==> run_1/congestion.png <==
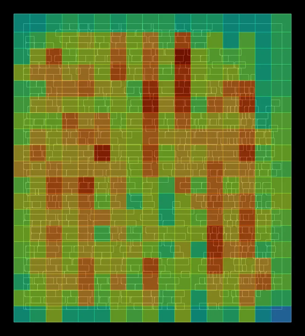
==> run_1/sizes.png <==
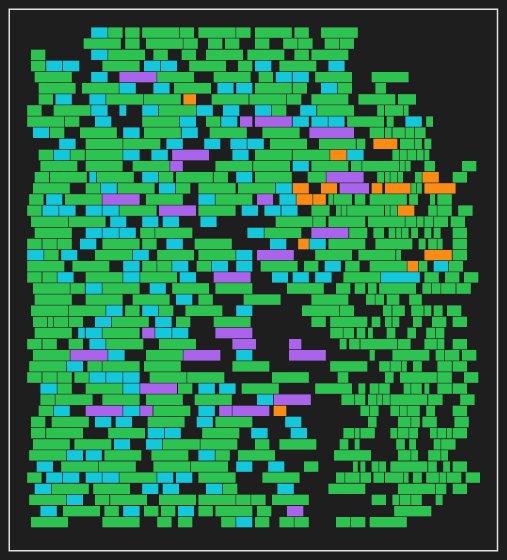
==> run_1/placement_by_type.png <==
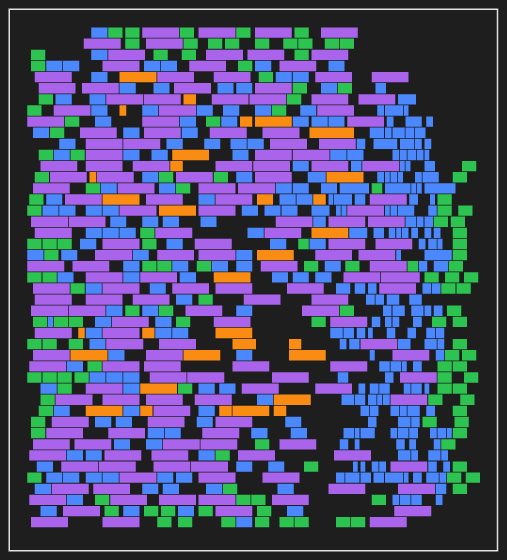
==> run_1/metal_density.png <==
The bar under the picture is 20 um long. 24 x 26 tiles, from dark blue (low) to red (high), scaled to the fullest tile. Values are wire area over tile area, all layers added.
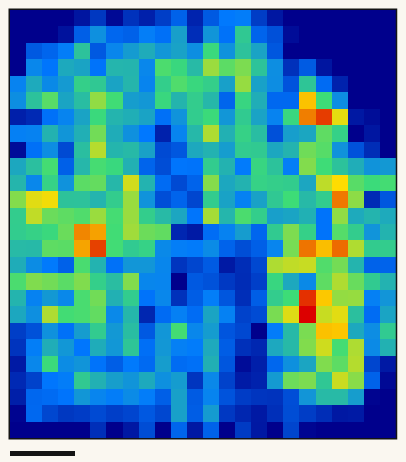
===== src/rtl/vga_pos_fetch_sched.sv =====
// Port-B scheduler for the VGA side: loads sprite positions once per frame on
// vblank start and serves single-word secondary reads in between.
module vga_pos_fetch_sched #(
    parameter logic [15:0] POS_BASE  = 16'h0100,
    parameter int          NUM_WORDS = 4,
    parameter int          RD_LAT    = 2
) (
    input  logic                      sys_clk,
    input  logic                      reset,
    input  logic                      vblank_pix,
    output logic [15:0]               ram_addr_b,
    input  logic [15:0]               ram_q_b,
    input  logic                      req_valid,
    input  logic [15:0]               req_addr,
    output logic                      req_ready,
    output logic                      rsp_valid,
    output logic [15:0]               rsp_data,
    output logic [16*NUM_WORDS-1:0]   pos_words,
    output logic                      commit_pulse,
    output logic                      busy,
    output logic                      overrun,
    input  logic                      clr_overrun
);
    localparam int IDX_W = (NUM_WORDS > 1) ? $clog2(NUM_WORDS) : 1;
    localparam int LAT_W = 3;

    typedef enum logic [2:0] {IDLE, L_ISSUE, L_WAIT, COMMIT, S_ISSUE, S_WAIT} state_t;

    state_t                       state_q, state_d;
    logic [IDX_W-1:0]             idx_q, idx_d;
    logic [LAT_W-1:0]             lat_q, lat_d;
    logic [15:0]                  addr_q, addr_d;
    logic [NUM_WORDS-1:0][15:0]   shadow_q, shadow_d;
    logic [NUM_WORDS-1:0][15:0]   pos_q, pos_d;
    logic [15:0]                  rsp_data_q, rsp_data_d;
    logic                         rsp_valid_q, rsp_valid_d;
    logic                         commit_q, commit_d;
    logic                         overrun_q, overrun_d;
    logic                         pending_q, pending_d;
    logic                         s1_q, s2_q, s3_q;
    logic                         vb_start, loading, lat_done;

    always_ff @(posedge sys_clk or posedge reset) begin
        if (reset) begin
            s1_q <= 1'b0;
            s2_q <= 1'b0;
            s3_q <= 1'b0;
        end else begin
            s1_q <= vblank_pix;
            s2_q <= s1_q;
            s3_q <= s2_q;
        end
    end

    assign vb_start = s2_q & ~s3_q;
    assign loading  = (state_q == L_ISSUE) || (state_q == L_WAIT) || (state_q == COMMIT);
    assign lat_done = (lat_q == LAT_W'(RD_LAT));

    always_comb begin
        state_d     = state_q;
        idx_d       = idx_q;
        lat_d       = lat_q;
        addr_d      = addr_q;
        shadow_d    = shadow_q;
        pos_d       = pos_q;
        rsp_data_d  = rsp_data_q;
        rsp_valid_d = 1'b0;
        commit_d    = 1'b0;
        pending_d   = pending_q;
        overrun_d   = clr_overrun ? 1'b0 : overrun_q;

        unique case (state_q)
            IDLE: begin
                // The frame load always wins a tie with a secondary request.
                if (pending_q || vb_start) begin
                    addr_d    = POS_BASE;
                    idx_d     = '0;
                    pending_d = 1'b0;
                    state_d   = L_ISSUE;
                end else if (req_valid) begin
                    addr_d  = req_addr;
                    state_d = S_ISSUE;
                end
            end
            L_ISSUE: begin
                lat_d   = LAT_W'(1);
                state_d = L_WAIT;
            end
            L_WAIT: begin
                if (lat_done) begin
                    shadow_d[idx_q] = ram_q_b;
                    if (idx_q == IDX_W'(NUM_WORDS - 1)) begin
                        commit_d = 1'b1;
                        state_d  = COMMIT;
                    end else begin
                        idx_d   = idx_q + IDX_W'(1);
                        addr_d  = addr_q + 16'd1;
                        state_d = L_ISSUE;
                    end
                end else begin
                    lat_d = lat_q + LAT_W'(1);
                end
            end
            COMMIT: begin
                pos_d   = shadow_q;
                state_d = IDLE;
            end
            S_ISSUE: begin
                lat_d   = LAT_W'(1);
                state_d = S_WAIT;
            end
            S_WAIT: begin
                if (lat_done) begin
                    rsp_data_d  = ram_q_b;
                    rsp_valid_d = 1'b1;
                    state_d     = IDLE;
                end else begin
                    lat_d = lat_q + LAT_W'(1);
                end
            end
            default: state_d = IDLE;
        endcase

        // A secondary access is never aborted; remember the frame edge instead.
        if (vb_start && (state_q == S_ISSUE || state_q == S_WAIT))
            pending_d = 1'b1;
        if (vb_start && loading)
            overrun_d = 1'b1;
    end

    always_ff @(posedge sys_clk or posedge reset) begin
        if (reset) begin
            state_q     <= IDLE;
            idx_q       <= '0;
            lat_q       <= '0;
            addr_q      <= POS_BASE;
            shadow_q    <= '0;
            pos_q       <= '0;
            rsp_data_q  <= '0;
            rsp_valid_q <= 1'b0;
            commit_q    <= 1'b0;
            overrun_q   <= 1'b0;
            pending_q   <= 1'b0;
        end else begin
            state_q     <= state_d;
            idx_q       <= idx_d;
            lat_q       <= lat_d;
            addr_q      <= addr_d;
            shadow_q    <= shadow_d;
            pos_q       <= pos_d;
            rsp_data_q  <= rsp_data_d;
            rsp_valid_q <= rsp_valid_d;
            commit_q    <= commit_d;
            overrun_q   <= overrun_d;
            pending_q   <= pending_d;
        end
    end

    assign ram_addr_b   = addr_q;
    assign req_ready    = (state_q == IDLE) && !pending_q && !vb_start;
    assign rsp_valid    = rsp_valid_q;
    assign rsp_data     = rsp_data_q;
    assign pos_words    = pos_q;
    assign commit_pulse = commit_q;
    assign busy         = (state_q != IDLE);
    assign overrun      = overrun_q;

endmodule


===== config.mk =====
export PLATFORM = sky130hd
export DESIGN_NAME = vga_pos_fetch_sched
export DESIGN_NICKNAME = d
export VERILOG_FILES = /design/src/rtl/vga_pos_fetch_sched.sv
export SDC_FILE = /design/constraint.sdc
export NUM_CORES = 1
export LEC_CHECK = 0
export CORE_AREA = 4 4 115 128
export CTS_BUF_LIST = sky130_fd_sc_hd__clkbuf_16
export DETAILED_ROUTE_END_ITERATION = 10
export DIE_AREA = 0 0 119 132
export PLACE_DENSITY = 0.83
export SLEW_MARGIN = 25
export SYNTH_ARGS = -nofsm -noshare
export SYNTH_HDL_FRONTEND = slang
export SYNTH_SLANG_ARGS = --single-unit

===== constraint.sdc =====
create_clock -name sys_clk -period 9.5 [get_ports sys_clk]
set_input_delay 1.425 -clock sys_clk [delete_from_list [all_inputs] [get_ports sys_clk]]
set_output_delay 1.425 -clock sys_clk [all_outputs]
set_load 0.05 [all_outputs]

==> results.py, run 1 <==
# Flow results
metrics = {
    "placed_design": {
        "dpl.hpwl_mm": 11.4,
        "port_buffers": 137,
    },
    "worst_setup_path": {
        "required_ps": 8080,
        "cpPeakStageDelay_ps": 880,
        "crit_type": "reg2out",
        "r2r-start": "lat_q[0]$_DFFE_PP0P_",
        "cp-start-kind": "flip-flop",
    },
    "logic_synthesis": {
        "synth.distinct_cells": 48,
        "async_reset_ff_frac": 1.00,
        "ys_area_um2": 7300,
        "synth-seq-area-share": 0.600,
        "synth-seq-cells": 175,
        "avgSynthCellArea_um2": 14.1,
    },
    "die": {
        "die_w_um": 119,
        "chipArea_um2": 15700,
    },
    "min_path": {
        "hp-class": "reg2reg",
        "hp-start": "s1_q$_DFF_PP0_",
    },
    "run_status": {
        "status": "complete, no violations",
    },
    "detailed_routing": {
        "viasPerCell": 5.77,
        "antenna_left": 0,
    },
    "timing": {
        "worst_clock_skew_ps": 9.99,
        "post-route-period-util": 0.430,
        "max_freq_mhz": 245,
    },
    "clock_network": {
        "clockBufferDepth": 2,
        "numClockSinks": 175,
        "clock_latency_ps": 420,
        "cts_tree": "built",
    },
    "flow_run": {
        "warnings": 32,
    },
    "global_routing": {
        "grt_max_degree": 110,
        "grt_pass1_wl_mm": 27.9,
    },
    "pwr": {
        "powerComb_mw": 1.77,
        "p_comb_frac": 0.481,
        "p_sw_mw": 1.63,
        "total_leakage_power_nw": 4.01,
        "powerDensity_nw_per_um2": 390,
        "pwr-share-seq": 0.336,
    },
    "cells_and_area": {
        "drive_gt1_frac": 0.292,
    },
}
-- congestion.png (at the start) --
routing usage on met3: 0.0742
DR WL/cell: 19.9 um
gr busiest metal: met2

-- sizes.png (at the start) --
Key: purple = _6 and larger [cells 28, share 4.2%, most used clkbuf_16]; green = _0 and _1 cells [cells 470, share 71%, most used dfrtp_1]; orange = _3 and _4 cells [cells 16, share 2.4%, most used nand2_4]; cyan = _2 cells [cells 150, share 23%, most used mux2_2]
final instance area: 9400 um^2
area grow syn2layout: 28.7%

-- placement_by_type.png (at the start) --
Key: green = other buffers and delay cells [cells 140]; orange = clock drivers and dummy loads [cells 32]; blue = combinational and other logic [cells 317]; purple = flops [cells 175]
flop share of the area: 0.466
final cell utilization of the core: 0.693

-- metal_density.png (at the start) --
18% of the tiles are over half the peak. The fullest tile reaches 0.55. The emptiest ninth of the die: top right.
final WL: 16.9 mm
Vias: 4914
global-route total usage across every layer: 0.223

## run 1: logic make-up after synthesis
family / Yosys count / share of synthesized area
AND/OR/NAND/NOR: 76 / 0.0680
AND-OR/OR-AND: 76 / 0.0704
adder cells (fa/ha/maj): 7 / 0.0120
buffers and inverters: 40 / 0.0264
flip-flops: 175 / 0.600
multiplexers: 145 / 0.224
## run 1: sequential cells by signal, summed over array words and instances, names as in the netlist
register,count
pending_q,1
idx_q,2
pos_words,64
rsp_data,16
s3_q,1
state_q,3
s1_q,1
ram_addr_b,16
shadow_q,64
overrun,1
s2_q,1
rsp_valid,1
commit_pulse,1
lat_q,3
## run 1: layout make-up
cell class,count,share of cell area
multi-input combinational,304,0.294
tap,188,0.0250
sequential,175,0.466
clock buffer,17,0.0452
inverter,13,0.00599
clock inverter,15,0.0161
timing repair buffer,140,0.148
## run 1: per-stage QoR
stage / utilization / instance area [um^2] / power [mW] / setup WS, ps
after floorplan: - / 7300 / 2.40 / 3330
after global placement: 0.650 / 8810 / 2.95 / 5990
after detailed placement: 0.650 / 8820 / 3.00 / 5880
after CTS: 0.693 / 9400 / 3.69 / 5420
after global routing: 0.693 / 9400 / 3.84 / 5330
final: 0.693 / 9400 / 3.67 / 5420
## run 1: per-layer routing
layer / track usage / up-vias / routed length, um / part of all wire
met2: 0.369 / 186 / 8530 / 0.50
li1: - / 2175 / - / -
met3: 0.0742 / 17 / 1250 / 0.074
met4: 0.0573 / 0 / 167 / 0.0099
met1: 0.286 / 2536 / 7000 / 0.41
met5: 0 / - / 0 / 0
## run 1: placed cells by master, fill, tap and decap left out, drive strengths merged, types with 2 or more instances in the layout
| master | count |
|---|---|
| a211oi | 6 |
| a21o | 3 |
| a21oi | 8 |
| a221o | 2 |
| a22oi | 2 |
| a31oi | 13 |
| and2 | 4 |
| and3 | 4 |
| and4 | 3 |
| buf | 3 |
| clkbuf | 17 |
| clkdlybuf4s50 | 137 |
| clkinv | 8 |
| dfrtp | 174 |
| ha | 7 |
| inv | 19 |
| mux2 | 145 |
| nand2 | 11 |
| nand2b | 2 |
| nand3 | 5 |
| nand4 | 6 |
| nor2 | 10 |
| nor2b | 3 |
| nor3 | 14 |
| nor3b | 4 |
| nor4 | 4 |
| o21ai | 17 |
| o22a | 6 |
| o22ai | 4 |
| o2bb2a | 2 |
| o2bb2ai | 3 |
| o31ai | 5 |
| or4 | 3 |
## run 1: worst max path at each step
stage	startpoint	cells past startpoint	slack, ps	endpoint
after floorplan	reset	1	3330	commit_pulse$_DFF_PP0_
after global placement	state_q[0]$_DFFE_PP0P_	3	5990	req_ready
after detailed placement	state_q[0]$_DFFE_PP0P_	3	5880	req_ready
after global routing	state_q[0]$_DFFE_PP0P_	3	5330	req_ready
final	state_q[0]$_DFFE_PP0P_	3	5420	req_ready
after CTS	state_q[0]$_DFFE_PP0P_	3	5420	req_ready
## run 1: critical path: cells and delay by family (launching register included)
kind | cells | cell delay (ps)
AND/OR/NAND/NOR | 2 | 810
buffers and inverters | 1 | 880
flip-flops | 1 | 550
==> inputs of run 2 (changes only) <==
Settings changed: CORE_AREA 4 4 115 128 to 4 4 119 132, DIE_AREA 0 0 119 132 to 0 0 123 136, PLACE_DENSITY 0.83 to 0.78.
Clock period 9.5 ns to 4 ns, I/O delays scaled along.
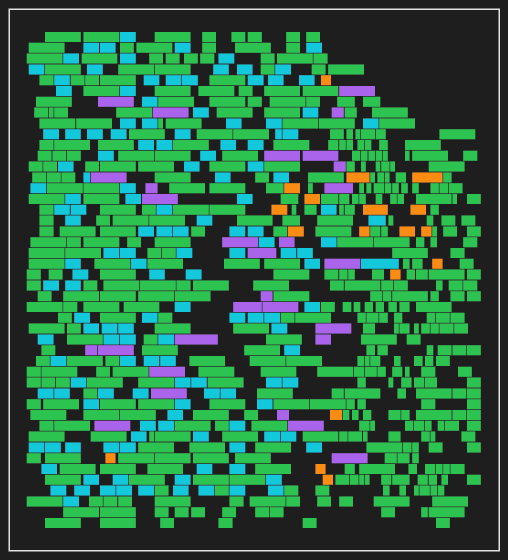
(run_2/sizes.png)
final instance area: 9440 um^2
post-route worst setup slack: 770 ps
area grow syn2layout: 29.3%
nonclk buf count: 146

==> run 2 against run 1 <==
  * Via count down 1.9%
  * Clock skew grew 1.8 ps
  * Sequential cell count unchanged
  * Core utilization shrank 3.4 points
  * Clock power grew 140%
  * Routed wire length shrank 1.4%
  * Design area grew 0.43%
==> results.py, run 2 <==
# Flow results
metrics = {
    "min_path": {
        "hp-class": "reg2reg",
    },
    "clock_network": {
        "clock_latency_ps": 420,
        "cts_tree": "built",
        "clockBufferDepth": 2,
        "numClockSinks": 175,
    },
    "logic_synthesis": {
        "async_reset_ff_frac": 1.00,
        "synth-seq-area-share": 0.600,
        "synth-seq-cells": 175,
        "ys_area_um2": 7300,
        "synth.distinct_cells": 48,
        "avgSynthCellArea_um2": 14.1,
    },
    "placed_design": {
        "dpl.hpwl_mm": 11.4,
        "port_buffers": 137,
        "pre_cts_ws_ps": 1200,
    },
    "timing": {
        "worst_clock_skew_ps": 11.8,
        "post-route-period-util": 0.807,
    },
    "detailed_routing": {
        "routedWlPerCell_um": 19.4,
        "m1WireLength_mm": 7.01,
        "wl_met3_mm": 1.45,
        "viasPerCell": 5.60,
        "drt-total-wl_mm": 16.7,
        "antenna_left": 0,
        "met2_length_mm": 8.06,
        "routed.top_layer": "met4",
    },
    "flow_run": {
        "warnings": 30,
    },
    "run_status": {
        "status": "complete, no violations",
    },
    "worst_setup_path": {
        "cp-start-kind": "flip-flop",
        "required_ps": 3400,
        "crit_type": "reg2out",
        "cpPeakStageDelay_ps": 880,
    },
    "global_routing": {
        "grt_pass1_wl_mm": 27.0,
        "grt_max_degree": 66,
        "grt.total_usage": 0.210,
    },
    "die": {
        "die_w_um": 123,
        "chipArea_um2": 16700,
    },
    "cells_and_area": {
        "drive_gt1_frac": 0.293,
        "final_cell_mix": "174 x dfrtp_1, 145 x mux2_2, 137 x clkdlybuf4s50_1",
    },
    "pwr": {
        "power.total_mw": 8.66,
        "powerDensity_nw_per_um2": 917,
        "total_leakage_power_nw": 4.04,
    },
}
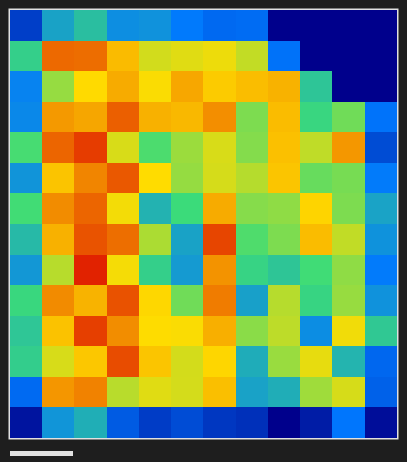
(run_2/cell_density.png)
The bar under the picture is 20 um long. 12 x 14 tiles, from dark blue (low) to red (high), 0 to 100% covered.
30% of the tiles are over 75% full. The mean over all tiles is 55%. 6.0% of the tiles are nearly empty.
core outline area: 14300 um^2
final cell utilization of the core: 0.659

==> run 2: cell families (layout without fill, tap and decap cells) <==
logic type,count (synthesis),in the layout,share of synthesized area
fa+ha+maj,7,7,0.0120
compound gates,76,76,0.0704
flops,175,175,0.600
simple gates,76,76,0.0680
mux,145,145,0.224
buf+inv,40,190,0.0264
==> run 2: power by group <==
part / switching [mW] / internal (mW) / leakage, nW
clock network: 0.709 / 0.868 / 0.282
logic: 2.62 / 1.56 / 1.67
registers: 0.484 / 2.42 / 2.09
total: 3.81 / 4.85 / 4.04
==> run 2: final cells by class <==
cell class / instances / area (um^2) / area share
clock buffer: 17 / 425 / 0.0450
clock inverter: 14 / 131 / 0.0139
inverter: 13 / 52.6 / 0.00556
multi-input combinational: 304 / 2750 / 0.291
sequential: 175 / 4380 / 0.464
tap: 192 / 240 / 0.0254
timing repair buffer: 146 / 1460 / 0.155
==> run 2: path summary, 6_finish.rpt <==
| check | start | endpoint | slack (ps) | depth (start not counted) |
|---|---|---|---|---|
| max | state_q[0]$_DFFE_PP0P_ | req_ready | 770 | 3 |
| max reg2reg | state_q[1]$_DFFE_PP0P_ | ram_addr_b[0]$_DFFE_PP0P_ | 1650 | 4 |
| min | s1_q$_DFF_PP0_ | s2_q$_DFF_PP0_ | 350 | 0 |
| min in group asynchronous | reset | pos_words[12]$_DFFE_PP0N_ | 500 | 2 |
| max in group asynchronous | reset | lat_q[1]$_DFFE_PP0P_ | 2780 | 4 |
| min reg2reg | s1_q$_DFF_PP0_ | s2_q$_DFF_PP0_ | 350 | 0 |
==> run 2: critical path, delay by kind of cell, from the launching register on <==
kind                   cells  cell delay [ps]
AND/OR/NAND/NOR            2              790
flip-flops                 1              540
buffers and inverters      1              880
==> run 2: stage by stage <==
stage	area [um^2]	hold WS [ps]
floorplan	7310	331
global placement	8870	349
detailed placement	8870	345
CTS	9420	355
global route	9440	367
finish	9440	352
==> run 2: per-layer routing <==
layer / up-vias / global-route usage
met3: 23 / 0.0728
li1: 2191 / -
met1: 2444 / 0.274
met4: 0 / 0.0658
met5: - / 0
met2: 164 / 0.330
No activity file was given, so power comes from the tool's default toggle rates.
